Figure 1. Routed metal per tile.
Scale bar: 20 um. The die is cut into 22 by 22 equal tiles; dark purple is low, yellow is high, scaled to the fullest tile. Values are wire area over tile area, all layers added.
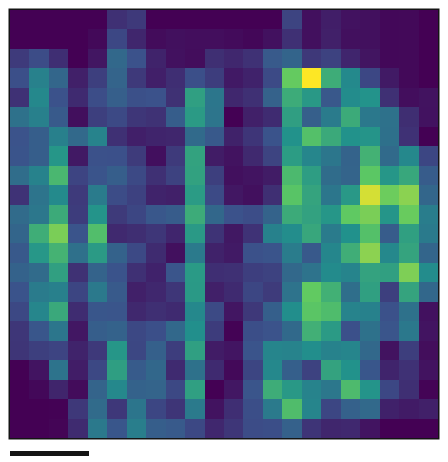
Figure 2. Met4 routing.
Scale bar: 20 um. Supply wires on this layer in gray.
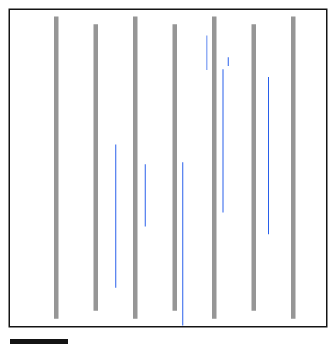
Figure 3. Clock distribution.
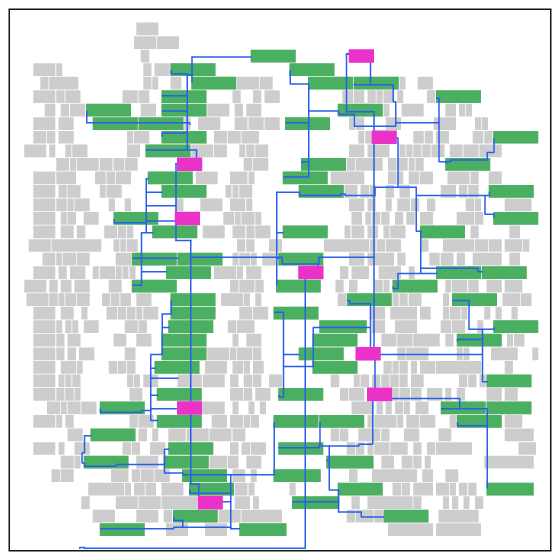
### src/rtl/adder_tree_pkg.sv
// Shared constants and helpers for the pipelined adder tree.
package adder_tree_pkg;

  // Default geometry: a 4-input, 16-bit tree feeding a 24-bit accumulator.
  localparam int DATA_W_DEF = 16;
  localparam int NUM_IN_DEF = 4;
  localparam int ACC_W_DEF  = 24;

  // Ceiling log2, usable in constant expressions (parameter derivation).
  function automatic int clog2(input int value);
    int result;
    int rem;
    result = 0;
    rem    = value - 1;
    while (rem > 0) begin
      result = result + 1;
      rem    = rem >> 1;
    end
    return result;
  endfunction

endpackage

### src/rtl/adder_tree_level.sv
// One level of the adder tree: M operands of width W are summed in adjacent
// pairs into M/2 registered results of width W+1. The one-bit growth means
// no pair add can overflow, so no truncation or saturation is needed.
module adder_tree_level
  import adder_tree_pkg::*;
#(
  parameter int W      = 16,
  parameter int M      = 4,
  parameter int SIGNED = 0
) (
  input  logic                       clk,
  input  logic                       rst_n,
  input  logic [M*W-1:0]             din,
  output logic [(M/2)*(W+1)-1:0]     dout
);

  localparam int PAIRS = M / 2;

  // Widen one operand by a single bit: sign-extend for two's-complement
  // operation, zero-extend otherwise.
  function automatic logic [W:0] ext_op(input logic [W-1:0] op);
    logic signed [W:0] op_s;
    if (SIGNED != 0) begin
      op_s = (W+1)'($signed(op));
      return op_s;
    end else begin
      return {1'b0, op};
    end
  endfunction

  logic [PAIRS*(W+1)-1:0] pair_sum;
  logic [PAIRS*(W+1)-1:0] sum_p1;

  // Combinational pair adds for this level.
  always_comb begin
    pair_sum = '0;
    for (int k = 0; k < PAIRS; k++) begin
      pair_sum[k*(W+1) +: (W+1)] = ext_op(din[(2*k)*W +: W])
                                 + ext_op(din[(2*k+1)*W +: W]);
    end
  end

  // ---- stage boundary: pair sums registered every cycle ----
  // Data loads unconditionally; reset clears it so sum never carries X.
  always_ff @(posedge clk or negedge rst_n) begin
    if (!rst_n) begin
      sum_p1 <= '0;
    end else begin
      sum_p1 <= pair_sum;
    end
  end

  assign dout = sum_p1;

endmodule

### src/rtl/adder_tree_pipe.sv
// Pipelined NUM_IN-input adder tree with a valid qualifier and a running
// accumulator. One register stage per tree level gives LVL cycles of latency
// at one sample per clock; the accumulator adds each qualified sum one cycle
// after it appears on the output and keeps a sticky overflow flag.
// NUM_IN must be a power of two >= 2 and ACC_W must be >= SUM_W.
module adder_tree_pipe
  import adder_tree_pkg::*;
#(
  parameter  int DATA_W = DATA_W_DEF,
  parameter  int NUM_IN = NUM_IN_DEF,
  parameter  int ACC_W  = ACC_W_DEF,
  parameter  int SIGNED = 0,
  localparam int LVL    = clog2(NUM_IN),
  localparam int SUM_W  = DATA_W + LVL
) (
  input  logic                     clk,
  input  logic                     rst_n,
  input  logic                     in_valid,
  input  logic [NUM_IN*DATA_W-1:0] in_data,
  input  logic                     acc_en,
  input  logic                     acc_clr,
  output logic                     out_valid,
  output logic [SUM_W-1:0]         sum,
  output logic [ACC_W-1:0]         acc,
  output logic                     acc_ovf
);

  // Extend a tree sum to accumulator width, matching operand signedness.
  function automatic logic [ACC_W-1:0] ext_sum(input logic [SUM_W-1:0] s);
    logic signed [SUM_W-1:0] s_s;
    logic signed [ACC_W-1:0] r_s;
    if (SIGNED != 0) begin
      s_s = $signed(s);
      r_s = ACC_W'(s_s);
      return r_s;
    end else begin
      return ACC_W'(s);
    end
  endfunction

  // Overflow of the accumulator add. Unsigned: carry out of the top bit.
  // Signed: operands agree in sign but the wrapped result does not.
  function automatic logic ovf_detect(input logic [ACC_W-1:0] a,
                                      input logic [ACC_W-1:0] b,
                                      input logic [ACC_W:0]   r);
    if (SIGNED != 0) begin
      return (a[ACC_W-1] == b[ACC_W-1]) && (r[ACC_W-1] != a[ACC_W-1]);
    end else begin
      return r[ACC_W];
    end
  endfunction

  // Tree levels. Level i consumes NUM_IN>>(i-1) operands of width
  // DATA_W+i-1 from the previous level (or in_data for level 1) and
  // registers half as many results one bit wider.
  for (genvar i = 1; i <= LVL; i++) begin : g_lvl
    localparam int LW = DATA_W + i - 1;
    localparam int LM = NUM_IN >> (i - 1);

    logic [LM*LW-1:0]         lvl_in;
    logic [(LM/2)*(LW+1)-1:0] lvl_out;

    if (i == 1) begin : g_src
      assign lvl_in = in_data;
    end else begin : g_src
      assign lvl_in = g_lvl[i-1].lvl_out;
    end

    adder_tree_level #(
      .W      (LW),
      .M      (LM),
      .SIGNED (SIGNED)
    ) u_level (
      .clk   (clk),
      .rst_n (rst_n),
      .din   (lvl_in),
      .dout  (lvl_out)
    );
  end

  assign sum = g_lvl[LVL].lvl_out;

  // Valid pipe: bit k travels alongside tree level k+1.
  logic [LVL-1:0] vld_p;

  // ---- stage boundary: valid shifts with the tree, one flop per level ----
  always_ff @(posedge clk or negedge rst_n) begin
    if (!rst_n) begin
      vld_p <= '0;
    end else begin
      vld_p[0] <= in_valid;
      for (int k = 1; k < LVL; k++) begin
        vld_p[k] <= vld_p[k-1];
      end
    end
  end

  assign out_valid = vld_p[LVL-1];

  // Accumulator datapath.
  logic             acc_take;
  logic [ACC_W-1:0] addend;
  logic [ACC_W:0]   acc_add;
  logic             add_ovf;

  // Extended sum, carry-preserving add and overflow of that add.
  always_comb begin
    acc_take = out_valid & acc_en;
    addend   = ext_sum(sum);
    acc_add  = {1'b0, acc} + {1'b0, addend};
    add_ovf  = ovf_detect(acc, addend, acc_add);
  end

  // ---- stage boundary: accumulator lags the qualified sum by one cycle ----
  // A clear coinciding with a qualified sum restarts from that sum, so no
  // sample is lost at a clear boundary. The overflow flag is sticky.
  always_ff @(posedge clk or negedge rst_n) begin
    if (!rst_n) begin
      acc     <= '0;
      acc_ovf <= 1'b0;
    end else if (acc_clr) begin
      acc     <= acc_take ? addend : '0;
      acc_ovf <= 1'b0;
    end else if (acc_take) begin
      acc <= acc_add[ACC_W-1:0];
      if (add_ovf) begin
        acc_ovf <= 1'b1;
      end
    end
  end

endmodule

### config.mk
export PLATFORM = sky130hd
export DESIGN_NAME = adder_tree_pipe
export DESIGN_NICKNAME = d
export VERILOG_FILES = /design/src/rtl/adder_tree_pkg.sv /design/src/rtl/adder_tree_level.sv /design/src/rtl/adder_tree_pipe.sv
export SDC_FILE = /design/constraint.sdc
export NUM_CORES = 1
export LEC_CHECK = 0
export CORE_MARGIN = 2
export CORE_UTILIZATION = 50
export DETAILED_ROUTE_END_ITERATION = 8
export DONT_BUFFER_PORTS = 1
export GPL_TIMING_DRIVEN = 0
export PLACE_DENSITY = 0.68
export SYNTH_ARGS = -nofsm -noshare
export SYNTH_HDL_FRONTEND = slang
export SYNTH_SLANG_ARGS = --single-unit
### constraint.sdc
create_clock -name clk -period 2.6 [get_ports clk]
set_clock_uncertainty 0.2 [all_clocks]
set_input_delay 0.39 -clock clk [delete_from_list [all_inputs] [get_ports clk]]
set_output_delay 0.39 -clock clk [all_outputs]
set_load 0.01 [all_outputs]
==> run notes <==
yosys + openroad results -> H-tree levels 3, CP startpoint g_lvl[2].u_level.dout[0]$_DFF_PN0_, Tmin final between 2000 and 3000 ps, Most Crowded Layer GR met2, critical path class flip-flop to flip-flop, Worst R2R Start g_lvl[2].u_level.dout[0]$_DFF_PN0_, ranking of synthesized cells by area dfrtp_1 (36%), ha_1 (15%), xnor2_1 (6.3%), post-layout util 0.572, Slew @ Worst Pin roughly 630 ps, Post-synth top cells dfrtp_1 (79), ha_1 (67), a21oi_1 (57), nor2_1 (47), o21ai_0 (47), CTS tree yes, Clk pin slew, worst setup/hold paths 80 ps, post-route insts no fill 751, Top Layout Cells dfrtp_1 (73), ha_1 (58), a21oi_1 (53), OpenROAD warning count 27, Commonest Layout Cell dfrtp_1, fin nets roughly 750, final setup violation count 0, grt met3 use 0.0410, Critical Path Max Stage Delay roughly 460 ps, Final ANT Viol Nets 0, Initial DRC Count between 200 and 250, Commonest flop dfrtp_1, post-synth top area share 0.362, pwr dens around 960 mW/mm^2, FP Rows 38, Pleak around 2.7 nW, GRT met2 Usage 0.361, Tcrit/Tclk final 0.992, CP endpoint kind flip-flop, Slowest cell on crit path dfrtp_2, fmax 388 MHz, # clock sinks 79, Max-Cap Viols 0, Yosys Instances slightly below 600, DRC 0, most frequent cell on the critical path buf_4, clock root cell clkbuf_8, cells along the critical path ha_4, buf_4, a211oi_4, o21bai_2, a211oi_2, buf_4, a21boi_4, a31o_4, nand3_1, mux2_4, Hold Path Depth 1, Required @ worst endpoint approximately 2700 ps, Net Count, Synth about 720, CP max FO 4, crit path to acc[23]$_DFFE_PN0P_, DP Cell Count slightly above 700, Post-synth EDFFs 0, met1 GRT Util 0.260, Area after DPL roughly 0.0056 sq mm, Unique cell types 55, fraction of registers with async set/reset 1.00, vias per cell between 5 and 6, first-pass GRT wire length approximately 20000 um, outcome complete, no violations, hold buffer count at CTS 6, vias in the first global route about 4300, crit path launch type flip-flop, I/O Buffers 0, hold path startpoint in_data[49], Yosys warnings 0, # diodes 0
Back to the opening pictures, Figure 1:
- tiles over half the peak: 17%
- nearly empty tiles: 7.9%
- densest ninth of the die: right middle
Total GRT Usage: 0.212
drt wl/cell: 16.2 um
Routed WL: 12200 um
Via Count: 4335

Back to the opening pictures, Figure 2:
- longest straight run: 55.8 um
- nets with wire on the layer: 5
- share of all routed wire: 2.0%

Back to the opening pictures, Figure 3:
- green: flip-flops (count 79)
- magenta: clock drivers (count 9)
- blue: clock wires (length 1120 um)
- flops lie: spread over the die
- routed clock nets: 10
Clk. pwr: 804 uW
clock network fraction of total power: 0.136
worst skew pair latency: 360 ps

## where the power goes
group | total [mW] | internal (mW) | leakage (nW) | switching, mW
sequential | 2.07 | 1.58 | 0.958 | 0.486
clock | 0.804 | 0.369 | 0.0805 | 0.436
combinational | 3.04 | 1.42 | 1.70 | 1.62
total | 5.92 | 3.38 | 2.74 | 2.54
## through the flow
step	hold slack [ps]	setup TNS (ps)	worst slack, ps
3_5_place_dp	-104	-2440	-256
4_1_cts	6.00	0	4.83
6_report	22.2	0	21.8
5_1_grt	20.1	-170	-35.0
3_3_place_gp	-103	-1710	-199
2_1_floorplan	-106	0	11.1
## final cells by class
cell class	count	area, sq um
Tap cell	140	175
Buffer	11	41.3
Inverter	22	82.6
Clock buffer	14	153
Sequential cell	79	1980
Fill cell	977	4600
Timing Repair Buffer	16	153
Clock inverter	1	5.00
Multi-Input combinational cell	468	3550
## worst max-delay path, delay by kind of cell (launching register included)
kind                     cells  cell delay, ps
AND-OR/OR-AND                5             910
adder cells (fa/ha/maj)      1             180
buffers and inverters        2             320
flip-flops                   1             460
multiplexers                 1             300
AND/OR/NAND/NOR              1             100
## per-layer routing
metal  part of all wire  up-vias  wire, um
li1                   -     2149         -
met1               0.44     2032      5330
met2               0.48      135      5880
met3              0.061       19       744
met4              0.020        0       242
met5                  0        -         0
## kinds of logic after synthesis
| family | synth area share |
|---|---|
| AND-OR/OR-AND | 0.227 |
| AND/OR/NAND/NOR | 0.126 |
| XOR/XNOR | 0.0866 |
| adder cells (fa/ha/maj) | 0.168 |
| buffers and inverters | 0.0227 |
| multiplexers | 0.00779 |
| flip-flops | 0.362 |
## flip-flops by register name, summed over array words and instances (netlist names)
name,flops
g_lvl.u_level.dout,52
acc,24
acc_ovf,1
vld_p,2
Power and IR drop assume default switching activity.
